$ cat src/rtl/multi_mode_counter.sv
// Loadable up/down counter with programmable step, wrap or saturate at a
// terminal count MAX, a registered bound pulse (tc) and sticky ovf/unf flags.
module multi_mode_counter #(
    parameter int WIDTH  = 8,
    parameter int MAX    = 2**WIDTH - 1,
    parameter int STEP_W = 4
) (
    input  logic              clk,
    input  logic              rst,
    input  logic [WIDTH-1:0]  data_in,
    input  logic              ld,
    input  logic              inc,
    input  logic              dec,
    input  logic [STEP_W-1:0] step,
    input  logic              sat_mode,
    input  logic              clr_flags,
    output logic [WIDTH-1:0]  q,
    output logic              tc,
    output logic              ovf,
    output logic              unf,
    output logic              at_max,
    output logic              at_zero
);

    if (MAX < 1 || MAX > 2**WIDTH - 1) begin : g_bad_max
        $error("multi_mode_counter: MAX must lie in 1..2**WIDTH-1");
    end
    if (2**STEP_W - 1 > MAX) begin : g_bad_step
        $error("multi_mode_counter: largest step exceeds MAX");
    end

    // One extra bit so the up sum and the wrapped down value never truncate
    // before they are compared against the bound.
    localparam logic [WIDTH:0] MAX_X = (WIDTH + 1)'(MAX);
    localparam logic [WIDTH:0] MOD_X = (WIDTH + 1)'(MAX + 1);

    logic [WIDTH:0] q_x;
    logic [WIDTH:0] step_x;
    logic [WIDTH:0] up_sum;
    logic [WIDTH:0] up_wrap;
    logic [WIDTH:0] down_diff;
    logic [WIDTH:0] down_wrap;
    logic           load_over;

    assign q_x       = {1'b0, q};
    assign step_x    = {{(WIDTH + 1 - STEP_W){1'b0}}, step};
    assign up_sum    = q_x + step_x;
    assign up_wrap   = up_sum - MOD_X;
    assign down_diff = q_x - step_x;
    assign down_wrap = q_x + MOD_X - step_x;
    assign load_over = {1'b0, data_in} > MAX_X;

    logic [WIDTH-1:0] q_next;
    logic             tc_next;
    logic             ovf_set;
    logic             unf_set;

    always_comb begin
        // NOTE: every output of this block gets a default first, so no path
        // through the branches below can leave a latch behind.
        q_next  = q;
        tc_next = 1'b0;
        ovf_set = 1'b0;
        unf_set = 1'b0;
        if (ld) begin
            if (load_over) begin
                q_next  = MAX_X[WIDTH-1:0];
                ovf_set = 1'b1;
            end else begin
                q_next = data_in;
            end
        end else if ((inc ^ dec) && (step != '0)) begin
            if (inc) begin
                if (up_sum <= MAX_X) begin
                    q_next  = up_sum[WIDTH-1:0];
                    tc_next = (up_sum == MAX_X);
                end else begin
                    q_next  = sat_mode ? MAX_X[WIDTH-1:0] : up_wrap[WIDTH-1:0];
                    ovf_set = 1'b1;
                    tc_next = 1'b1;
                end
            end else begin
                if (step_x <= q_x) begin
                    q_next  = down_diff[WIDTH-1:0];
                    tc_next = (down_diff == '0);
                end else begin
                    q_next  = sat_mode ? '0 : down_wrap[WIDTH-1:0];
                    unf_set = 1'b1;
                    tc_next = 1'b1;
                end
            end
        end
    end

    // NOTE: state registers use non-blocking assignments so every flop samples
    // the pre-edge values regardless of statement order.
    always_ff @(posedge clk) begin
        if (rst) begin
            q   <= '0;
            tc  <= 1'b0;
            ovf <= 1'b0;
            unf <= 1'b0;
        end else begin
            q   <= q_next;
            tc  <= tc_next;
            // A flag being set this cycle beats a simultaneous clear.
            ovf <= ovf_set | (ovf & ~clr_flags);
            unf <= unf_set | (unf & ~clr_flags);
        end
    end

    assign at_max  = ({1'b0, q} == MAX_X);
    assign at_zero = (q == '0);

endmodule
$ cat config.mk
export PLATFORM = sky130hd
export DESIGN_NAME = multi_mode_counter
export DESIGN_NICKNAME = d
export VERILOG_FILES = /design/src/rtl/multi_mode_counter.sv
export SDC_FILE = /design/constraint.sdc
export NUM_CORES = 1
export LEC_CHECK = 0
export ABC_AREA = 1
export CORE_MARGIN = 4
export CORE_UTILIZATION = 54
export CTS_BUF_LIST = sky130_fd_sc_hd__clkbuf_4 sky130_fd_sc_hd__clkbuf_8 sky130_fd_sc_hd__clkbuf_16
export CTS_CLUSTER_SIZE = 12
export DETAILED_ROUTE_END_ITERATION = 10
export MAX_ROUTING_LAYER = met4
export PLACE_DENSITY = 0.95
export SLEW_MARGIN = 20
export SYNTH_ARGS = -nofsm -noshare
export SYNTH_HDL_FRONTEND = slang
export SYNTH_SLANG_ARGS = --single-unit
$ cat constraint.sdc
create_clock -name clk -period 4.8 [get_ports clk]
set_clock_uncertainty 0.2 [all_clocks]
set_input_delay 0.72 -clock clk [delete_from_list [all_inputs] [get_ports clk]]
set_output_delay 0.72 -clock clk [all_outputs]
set_load 0.02 [all_outputs]
Fig. 1: run 1, placed cells, one colour a class
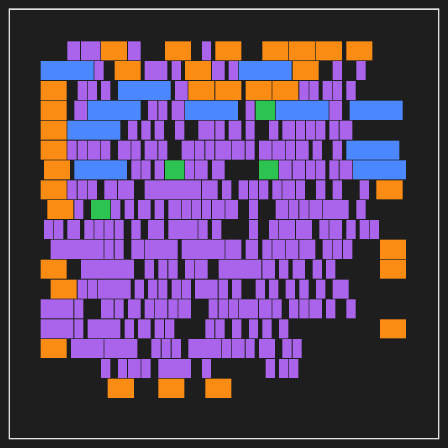
class	colour	cells
clock drivers and dummy loads	green	4
all other logic	purple	227
other buffers and delay cells	orange	31
flops	blue	11
num rows: 18
final instance area: 1720 µm²

Fig. 2: run 1, congestion heat map
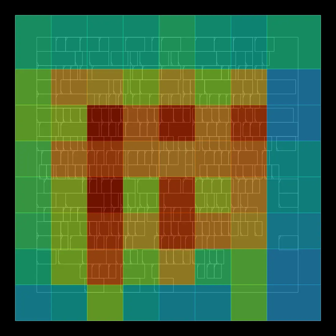
met1 Track Usage GR: 27.8%
Wirelength per Cell: 11.7 µm
GRT busiest layer: met2
met2 Use GR: 37.6%

Fig. 3: run 1, drive-strength map
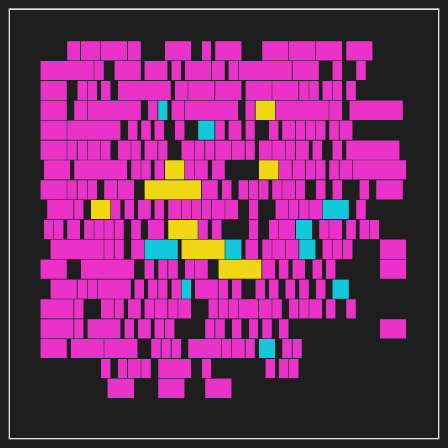
size	colour	cells
drive 2	cyan	10
drive 1 or less	magenta	255
drive 3 to 4	yellow	8
smallest setup slack after layout: 1.71 ns
area delta synth->final: 24.6%
bufs w/o clock: 31

Fig. 4: run 1, placement density heat map
12 x 12 tiles, from black (low) to pale yellow (high), 0 to 100% covered.
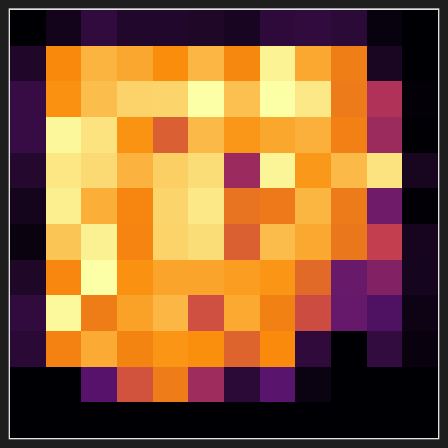
mean over tiles	49%
tiles over 75% full	38%
emptiest ninth of the die	south-east
fullest tile	100%
nearly empty tiles	17%
fin util: 70.2%
Core Util at FP: 56.4%

==> results.py, run 1 <==
# Auto-generated metrics
metrics = {
    "run_status": {
        "status": "finished, final reports clean",
    },
    "pwr": {
        "sequentialPowerShare_pct": 28.6,
        "internal_power_w": 0.000223,
        "pg_seq_w": 0.000115,
        "leakagePower_nw": 0.844,
        "p_clk_w": 0.0000695,
        "peakVddDrop_v": 0.000211,
    },
    "routing": {
        "drc": 0,
        "routed_wl_um": 3560,
        "vias_per_cell": 5.25,
        "dr_wl_met3_um": 196,
        "wl_met1_um": 1610,
        "first_pass_iters": 4,
        "top_layer": "met4",
        "dr.first_iter.drc_count": 69,
        "wl_met2_um": 1700,
    },
    "clocking": {
        "cts_tree": "done",
        "cts.sinks": 11,
        "clkLatencyLatePin_ns": 0.27,
        "cts.repair.resized": 0,
    },
    "synthesis": {
        "yosys_most_used_dff": "dfxtp_1",
        "synth_area_per_cell_um2": 5.67,
        "ys_chip_area_um2": 1380,
        "ys_sh_aoi_pct": 8.59,
        "synthTopCellsByArea": "nand2_1 (23%), dfxtp_1 (16%), nor2_1 (9.8%)",
        "synth-edff-count": 0,
        "synthCells": 244,
        "fp_nets": 273,
        "synth.top_cell.area_share_pct": 22.5,
        "synth_cell_types": 30,
        "async_flop_share_pct": 0,
    },
    "finish": {
        "sh_comb_area_pct": 59.2,
        "regMostFlops": "q",
        "multi_input_comb_cells": 199,
        "clkCellAreaFrac_pct": 1.74,
        "combGateArea_um2": 1020,
        "non_clock_inverter_count": 28,
        "largest_register_ffs": 8,
        "fill_cells": 210,
    },
    "placement": {
        "post-dp-hpwl_um": 2840,
        "gp_congestion": 0.915,
        "port_buffers": 31,
    },
    "min_path": {
        "worstHoldPathType": "reg -> reg",
    },
    "grt": {
        "gr-total-overflow": 0,
        "grt_max_degree": 16,
        "grt_util_met3_pct": 3.95,
        "grtUsageTotal_pct": 22.5,
    },
    "run": {
        "cap_violations": 0,
        "tool_warnings": 30,
    },
    "floorplan": {
        "die_x_um": 58.6,
        "ioPinCount": 32,
        "tapCellCount": 30,
    },
    "critical_path": {
        "start_kind": "flop",
        "crit_fanout": 13,
    },
    "final_timing": {
        "post-route-min-period_ns": 3.09,
        "max-slew-margin-rel_pct": 62.3,
        "tns_ns": 0,
    },
}
## run 1: path summary, 6_finish.rpt
kind,start,endpoint,slack (ns),depth (start not counted)
worst max register to register,q[0],tc,2.41,15
worst max-delay path,q[4],at_max,1.71,5
worst min-delay path,unf,unf,0.27,2
worst min register to register,unf,unf,0.27,2
## run 1: synth_stat cells, drive strengths merged, types with 2 or more instances
master and instances:
nand2 87, nor2 39, inv 28, nand3 26, a21oi 16, dfxtp 11, ha 8, nor3 6
nand4 5, clkbuf 4, o21ai 4, buf 2, fa 2, xor2 2
## run 1: layout by cell type (no fill, tap or decap), types with 3 or more instances in the layout
master,count
clkbuf_4,4
nor2_1,36
nand4_1,3
nand2_1,83
a21oi_1,15
ha_1,8
dfxtp_1,11
inv_1,26
nand3_1,26
nand2_2,4
clkdlybuf4s50_1,31
nor3_1,4
## run 1: stage by stage
stage / utilization, % / hold slack, ns / power (W) / setup WS, ns / std cells
6_report: 70.2 / 0.268 / 0.000402 / 1.71 / 303
5_1_grt: 70.2 / 0.310 / 0.000433 / 1.57 / 303
4_1_cts: 70.2 / 0.273 / 0.000402 / 1.71 / 303
3_5_place_dp: 69.0 / 0.263 / 0.000332 / 1.71 / 299
3_3_place_gp: 69.0 / 0.255 / 0.000330 / 1.75 / 299
2_1_floorplan: - / 0.340 / 0.000268 / 2.44 / 244
## run 1: critical path, stage by stage (launching register included)
cell	delay (ns)
dfxtp_1	0.61
inv_1	0.19
nor3_4	0.28
nand3_1	0.10
nor2_1	0.10
clkdlybuf4s50_1	0.62
## run 1: kinds of logic (layout without fill, tap and decap cells)
kind of cell / after synthesis / count (layout)
flops: 11 / 11
compound gates: 21 / 21
fa+ha+maj: 10 / 10
simple gates: 166 / 166
buf+inv: 34 / 63
xor+xnor: 2 / 2
==> run 1 -> run 2 <==
- CORE_UTILIZATION: 54 -> 50
- PLACE_DENSITY: 0.95 -> 0.9
- clock period: 4.8 -> 2.9 ns (I/O delays scaled with it)
==> run 2 against run 1 <==
- sequential cell count is the same
- via count grew 1.0%
- total power grew 68%
- non-clock buffer count grew 4
- sequential power grew 62%
- setup slack lost 1.5 ns
- count of clock-buffer cells in the layout is the same
- clock power grew 64%
- sequential share of layout area shrank 0.22 points
- highest routed layer unchanged
==> results.py, run 2 <==
# Auto-generated metrics
metrics = {
    "critical_path": {
        "path_cells": "inv_1, nor3_4, nand3_1, nor2_1, clkdlybuf4s50_1",
        "arrival_ns": 2.01,
        "cp_slowest_stage_delay_ns": 0.61,
        "criticalPathCategory": "reg -> out",
        "path_buffers": 2,
        "cp_slowest_cell": "clkdlybuf4s50_1",
        "crit_fanout": 6,
        "crit_family": "buffers and inverters",
        "start_kind": "flop",
    },
    "synthesis": {
        "synthCells": 244,
        "synth_cell_types": 30,
        "synthMostInstantiatedCell": "nand2_1",
        "synth.top_cell.area_share_pct": 22.5,
        "ys_top_cells_by_count": "nand2_1 (83), nor2_1 (36), inv_1 (26), nand3_1 (26), a21oi_1 (15)",
        "ys_cells": 244,
        "synth-edff-count": 0,
        "fp_nets": 273,
        "synth_area_per_cell_um2": 5.67,
        "async_flop_share_pct": 0,
        "top_area_cell": "nand2_1",
        "synthTopCellsByArea": "nand2_1 (23%), dfxtp_1 (16%), nor2_1 (9.8%)",
        "yosys_most_used_dff": "dfxtp_1",
        "ys_chip_area_um2": 1380,
    },
    "clocking": {
        "cts_max_level": 1,
        "clkLatencyLatePin_ns": 0.27,
        "clockBufferDepth": 2,
        "clkTransAtPathRegs_ns": 0.07,
        "cts_tree": "done",
        "cts.sinks": 11,
        "cts.repair.resized": 0,
    },
    "run": {
        "tool_warnings": 30,
        "cap_violations": 0,
    },
    "final_timing": {
        "max-slew-margin-rel_pct": 72.8,
        "finalSetupViolations": 0,
        "holdWs_ns": 0.279,
        "slew_viol_final": 0,
        "fin_ws_ns": 0.255,
        "tightestPinTransition_ns": 0.407,
        "tns_ns": 0,
        "post-route-min-period_ns": 2.64,
    },
    "floorplan": {
        "initial_core_util_pct": 53.9,
        "die_x_um": 60.6,
        "rows": 18,
        "die_y_um": 60.6,
    },
    "finish": {
        "regMostFlops": "q",
        "mostFrequentLayoutCell": "nand2_1",
        "fin_nets": 307,
        "stdcell_count": 307,
        "largest_register_ffs": 8,
        "area_growth_pct": 26.8,
        "layout_top_cells": "nand2_1 (83), nor2_1 (36), clkdlybuf4s50_1 (31)",
    },
    "routing": {
        "dr.first_iter.drc_count": 121,
        "detail_route.wl_per_cell_um": 12.3,
        "first_pass_iters": 4,
        "routed_wl_um": 3770,
        "vias": 1607,
        "drc": 0,
        "vias_per_cell": 5.23,
    },
    "grt": {
        "antenna_found_initial": 0,
        "grt_pass1_wl_um": 6130,
        "grtUsageTotal_pct": 22.7,
        "gr-total-overflow": 0,
        "grt_max_degree": 14,
    },
    "pwr": {
        "peakVddDrop_v": 0.000424,
        "p_total_w": 0.000674,
        "leakagePower_nw": 0.864,
    },
    "placement": {
        "post-dp-hpwl_um": 3090,
        "dp_slack_ns": 0.111,
        "postPlaceCellArea_um2": 1720,
        "gp_congestion": 0.967,
        "dp.cells": 303,
    },
    "min_path": {
        "worstHoldPathType": "reg -> reg",
    },
    "run_status": {
        "status": "finished, final reports clean",
    },
}
run 2: cell count changes in the layout (fill, tap and decap cells not counted), sizes merged:
| cell | change |
|---|---|
| buf | +4 |
run 2: kinds of logic (layout without fill, tap and decap cells):
kind of cell | count (synthesis) | after routing | synth area share (%)
AND-OR/OR-AND | 21 | 21 | 8.59
XOR/XNOR | 2 | 2 | 1.27
adder cells (fa/ha/maj) | 10 | 10 | 10.1
buffers and inverters | 34 | 67 | 10.3
AND/OR/NAND/NOR | 166 | 166 | 53.8
flip-flops | 11 | 11 | 15.9
run 2: final timing paths:
kind	start	end	slack, ns	cells after the start
max reg2reg	q[0]	tc	0.54	15
max	q[7]	at_max	0.26	5
min reg2reg	unf	unf	0.28	2
min	unf	unf	0.28	2
run 2: layer usage:
layer  global-route usage, %  routed length, µm  part of all wire (%)
met5                       -                  0                     0
met4                    2.48                 23                  0.61
met3                    5.11                253                   6.7
met2                    36.6               1770                    47
met1                    30.0               1720                    46
run 2: worst register-to-register path, stage by stage, from the launching register on:
cell,delay (ns)
dfxtp_1,0.42
inv_1,0.09
ha_1,0.21
fa_1,0.39
inv_1,0.07
nand2_1,0.08
nand2_1,0.09
nand2_1,0.07
nand2_1,0.09
nand2_1,0.05
o21ai_0,0.11
nor2_1,0.07
nand2_1,0.06
nor2_1,0.04
o21ai_0,0.16
nor2_1,0.06
run 2: cell type report:
type	instances	area [µm²]
clock buffers	4	30.0
fillers	272	813
inverters	28	105
multi-input cells	199	1020
flip-flops and latches	11	220
well taps	30	37.5
repair buffers	35	340
run 2: power breakdown:
group          leakage (nW)  internal (W)  switching [W]
logic                 0.755      0.000149       0.000224
registers            0.0907      0.000164      0.0000219
clock network        0.0184     0.0000627      0.0000516
total                 0.864      0.000376       0.000298
Fig. 5: run 2, placement density heat map
6 x 6 tiles, from black (low) to pale yellow (high), 0 to 100% covered.
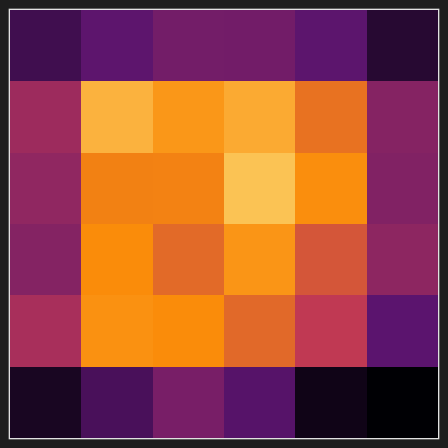
emptiest ninth of the die	south-east
tiles over 75% full	22%
densest ninth of the die	centre
nearly empty tiles	2.8%
fullest tile	87%

Fig. 6: run 2, placed cells, one colour a class
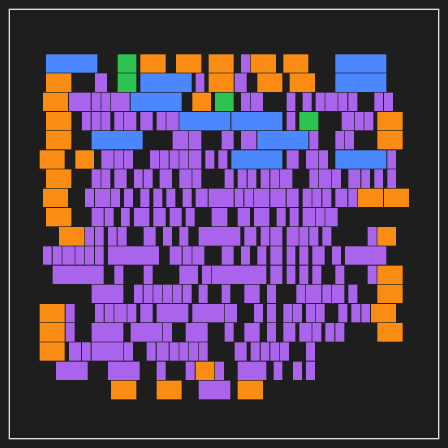
class	colour	cells
other buffers and delay cells	orange	35
flops	blue	11
clock drivers and dummy loads	green	4
all other logic	purple	227
core area: 2570 µm²
fin util: 68.3%
final instance area: 1750 µm²

Fig. 7: run 2, I/O nets highlighted
Scale bar: 20 µm.
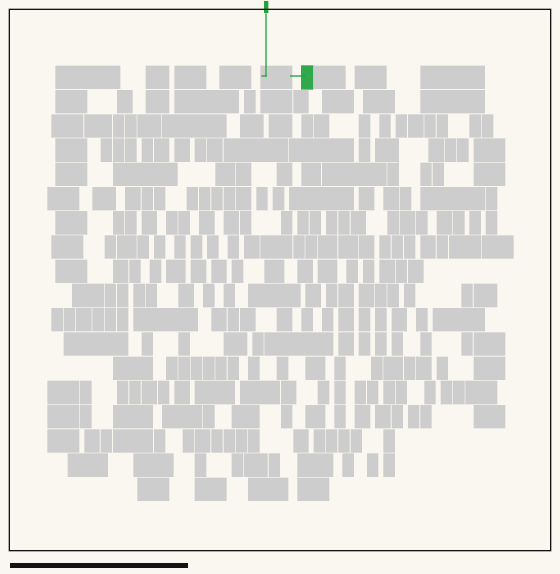
port	colour	bits	direction	end cells	wire
`clr_flags`	green	1	input	1	9.00 µm
I/O pins: 32
Port Buffer Count: 31

==> run 2 -> run 3 <==
- SKIP_CTS_REPAIR_TIMING: not set -> 1
==> run 3 against run 2 <==
- sequential share of layout area did not move
- routed wire length stayed put
- total power unchanged
- highest routed layer unchanged
- setup slack did not move
- critical path depth unchanged
- die size unchanged
- synthesized area unchanged
==> results.py, run 3 <==
# Auto-generated metrics
metrics = {
    "run_status": {
        "status": "finished, final reports clean",
    },
    "grt": {
        "grtUsageTotal_pct": 22.7,
        "antenna_found_initial": 0,
        "grt_pass1_wl_um": 6130,
        "gr-total-overflow": 0,
    },
    "finish": {
        "final_area_um2": 1750,
        "combGateArea_um2": 1020,
        "area_growth_pct": 26.8,
        "fin_nets": 307,
        "largest_register_ffs": 8,
        "final_core_util_pct": 68.3,
        "layout_top_cells": "nand2_1 (83), nor2_1 (36), clkdlybuf4s50_1 (31)",
        "stdcell_count": 307,
    },
    "critical_path": {
        "worstSetupStartpoint": "q[7]",
        "arrival_ns": 2.01,
        "cp-endpoint": "at_max",
        "r2r-end": "tc",
        "rrSetupSlack_ns": 0.54,
        "path_buffers": 2,
        "rr_worst_depth": 15,
        "crit_fanout": 6,
        "cp.depth": 5,
        "criticalPathCategory": "reg -> out",
        "cp_slowest_stage_delay_ns": 0.61,
    },
    "clocking": {
        "clkTransAtPathRegs_ns": 0.07,
        "cts_tree": "done",
        "clkLatencyLatePin_ns": 0.27,
        "cts_max_level": 1,
        "cts.sinks": 11,
        "clockBufferDepth": 2,
        "cts_buffers": 3,
    },
    "pwr": {
        "p_total_w": 0.000674,
        "peakVddDrop_v": 0.000424,
        "leakagePower_nw": 0.864,
    },
    "synthesis": {
        "synth_area_per_cell_um2": 5.67,
        "ys_top_cells_by_count": "nand2_1 (83), nor2_1 (36), inv_1 (26), nand3_1 (26), a21oi_1 (15)",
        "synthTopCellsByArea": "nand2_1 (23%), dfxtp_1 (16%), nor2_1 (9.8%)",
        "yosys_most_used_dff": "dfxtp_1",
        "simple_gate_share_pct": 53.8,
        "async_flop_share_pct": 0,
        "synth_cell_types": 30,
        "ys_sh_aoi_pct": 8.59,
        "ys_cells": 244,
        "synth.top_cell.area_share_pct": 22.5,
        "ys_chip_area_um2": 1380,
        "synthMostInstantiatedCell": "nand2_1",
        "synth-edff-count": 0,
        "mux_area_share_pct": 0,
        "fp_nets": 273,
        "ys_sh_adder_pct": 10.1,
    },
    "routing": {
        "detail_route.wl_per_cell_um": 12.3,
        "vias_per_cell": 5.23,
        "vias": 1607,
        "dr.first_iter.drc_count": 121,
        "routed_wl_um": 3770,
        "first_pass_iters": 4,
    },
    "placement": {
        "gp_congestion": 0.967,
        "dp.cells": 303,
        "postPlaceCellArea_um2": 1720,
        "port_buffers": 31,
        "dp_slack_ns": 0.111,
    },
    "run": {
        "tool_warnings": 30,
        "cap_violations": 0,
    },
    "final_timing": {
        "post-route-min-period_ns": 2.64,
        "tightestPinTransition_ns": 0.407,
        "holdWs_ns": 0.279,
        "slew_viol_final": 0,
        "tns_ns": 0,
        "max-slew-margin-rel_pct": 72.8,
    },
    "floorplan": {
        "die_x_um": 60.6,
        "rows": 18,
        "die_y_um": 60.6,
        "ioPinCount": 32,
    },
    "min_path": {
        "hp-start": "unf",
    },
}
[run 3: area by class of cell]
class / instances / share of cell area, %
flip-flops and latches: 11 / 12.6
inverters: 28 / 5.99
repair buffers: 35 / 19.4
clock buffers: 4 / 1.71
well taps: 30 / 2.14
multi-input cells: 199 / 58.2
[run 3: how the worst min path moves through the flow]
| stage | endpoint | slack, ns | depth (start not counted) |
|---|---|---|---|
| 3_5_place_dp | unf | 0.28 | 2 |
| 5_1_grt | unf | 0.33 | 2 |
| 2_1_floorplan | unf | 0.34 | 2 |
| 6_report | unf | 0.28 | 2 |
| 3_3_place_gp | unf | 0.26 | 2 |
| 4_1_cts | unf | 0.29 | 2 |
[run 3: kinds of logic after synthesis]
logic type / after synthesis
simple gates: 166
buf+inv: 34
compound gates: 21
flops: 11
fa+ha+maj: 10
xor+xnor: 2
[run 3: worst register-to-register path: cells and delay by family (launching register included)]
family | cells | cell delay, ns
and+or+nand+nor | 9 | 0.61
adders and majority gates | 2 | 0.60
AOI/OAI and AO/OA | 2 | 0.27
DFF | 1 | 0.42
buffers and inverters | 2 | 0.16
[run 3: routing by layer]
metal | wire length, µm | vias to the layer above | GRT usage [%]
met4 | 23 | 0 | 2.48
met2 | 1770 | 60 | 36.6
met5 | 0 | - | -
met3 | 253 | 2 | 5.11
li1 | - | 840 | -
met1 | 1720 | 705 | 30.0
[run 3: where the power goes]
| group | leakage, nW | internal [W] | switching, W |
|---|---|---|---|
| registers | 0.0907 | 0.000164 | 0.0000219 |
| clock network | 0.0184 | 0.0000627 | 0.0000516 |
| logic | 0.755 | 0.000149 | 0.000224 |
| total | 0.864 | 0.000376 | 0.000298 |
Fig. 8: run 3, drive-strength map
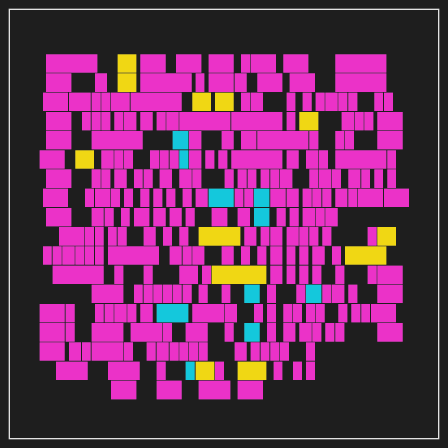
size	colour	cells
drive 3 to 4	yellow	12
drive 1 or less	magenta	255
drive 2	cyan	10
bufs w/o clock: 35
smallest setup slack after layout: 0.255 ns

Fig. 9: run 3, I/O nets highlighted
Scale bar: 20 µm.
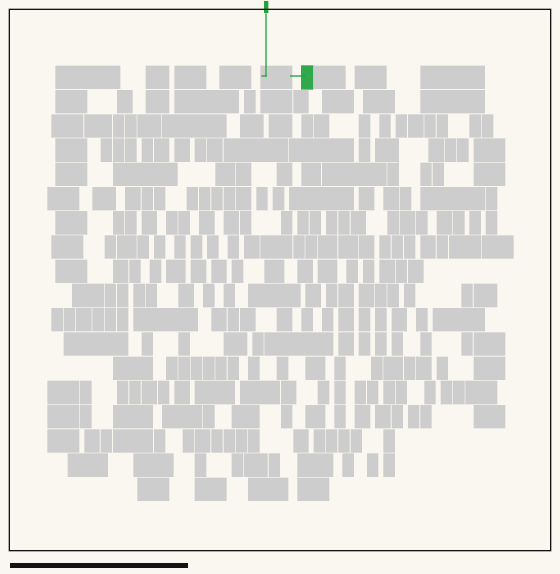
port	colour	bits	direction	end cells	wire
`clr_flags`	green	1	input	1	9.00 µm

Fig. 10: run 3, placement density heat map
6 x 6 tiles, from black (low) to pale yellow (high), 0 to 100% covered.
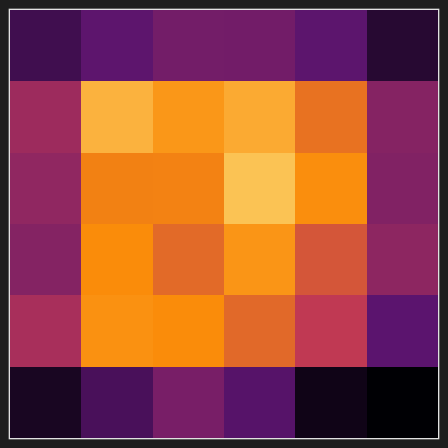
Core Util at FP: 53.9%

Power and IR drop assume default switching activity.
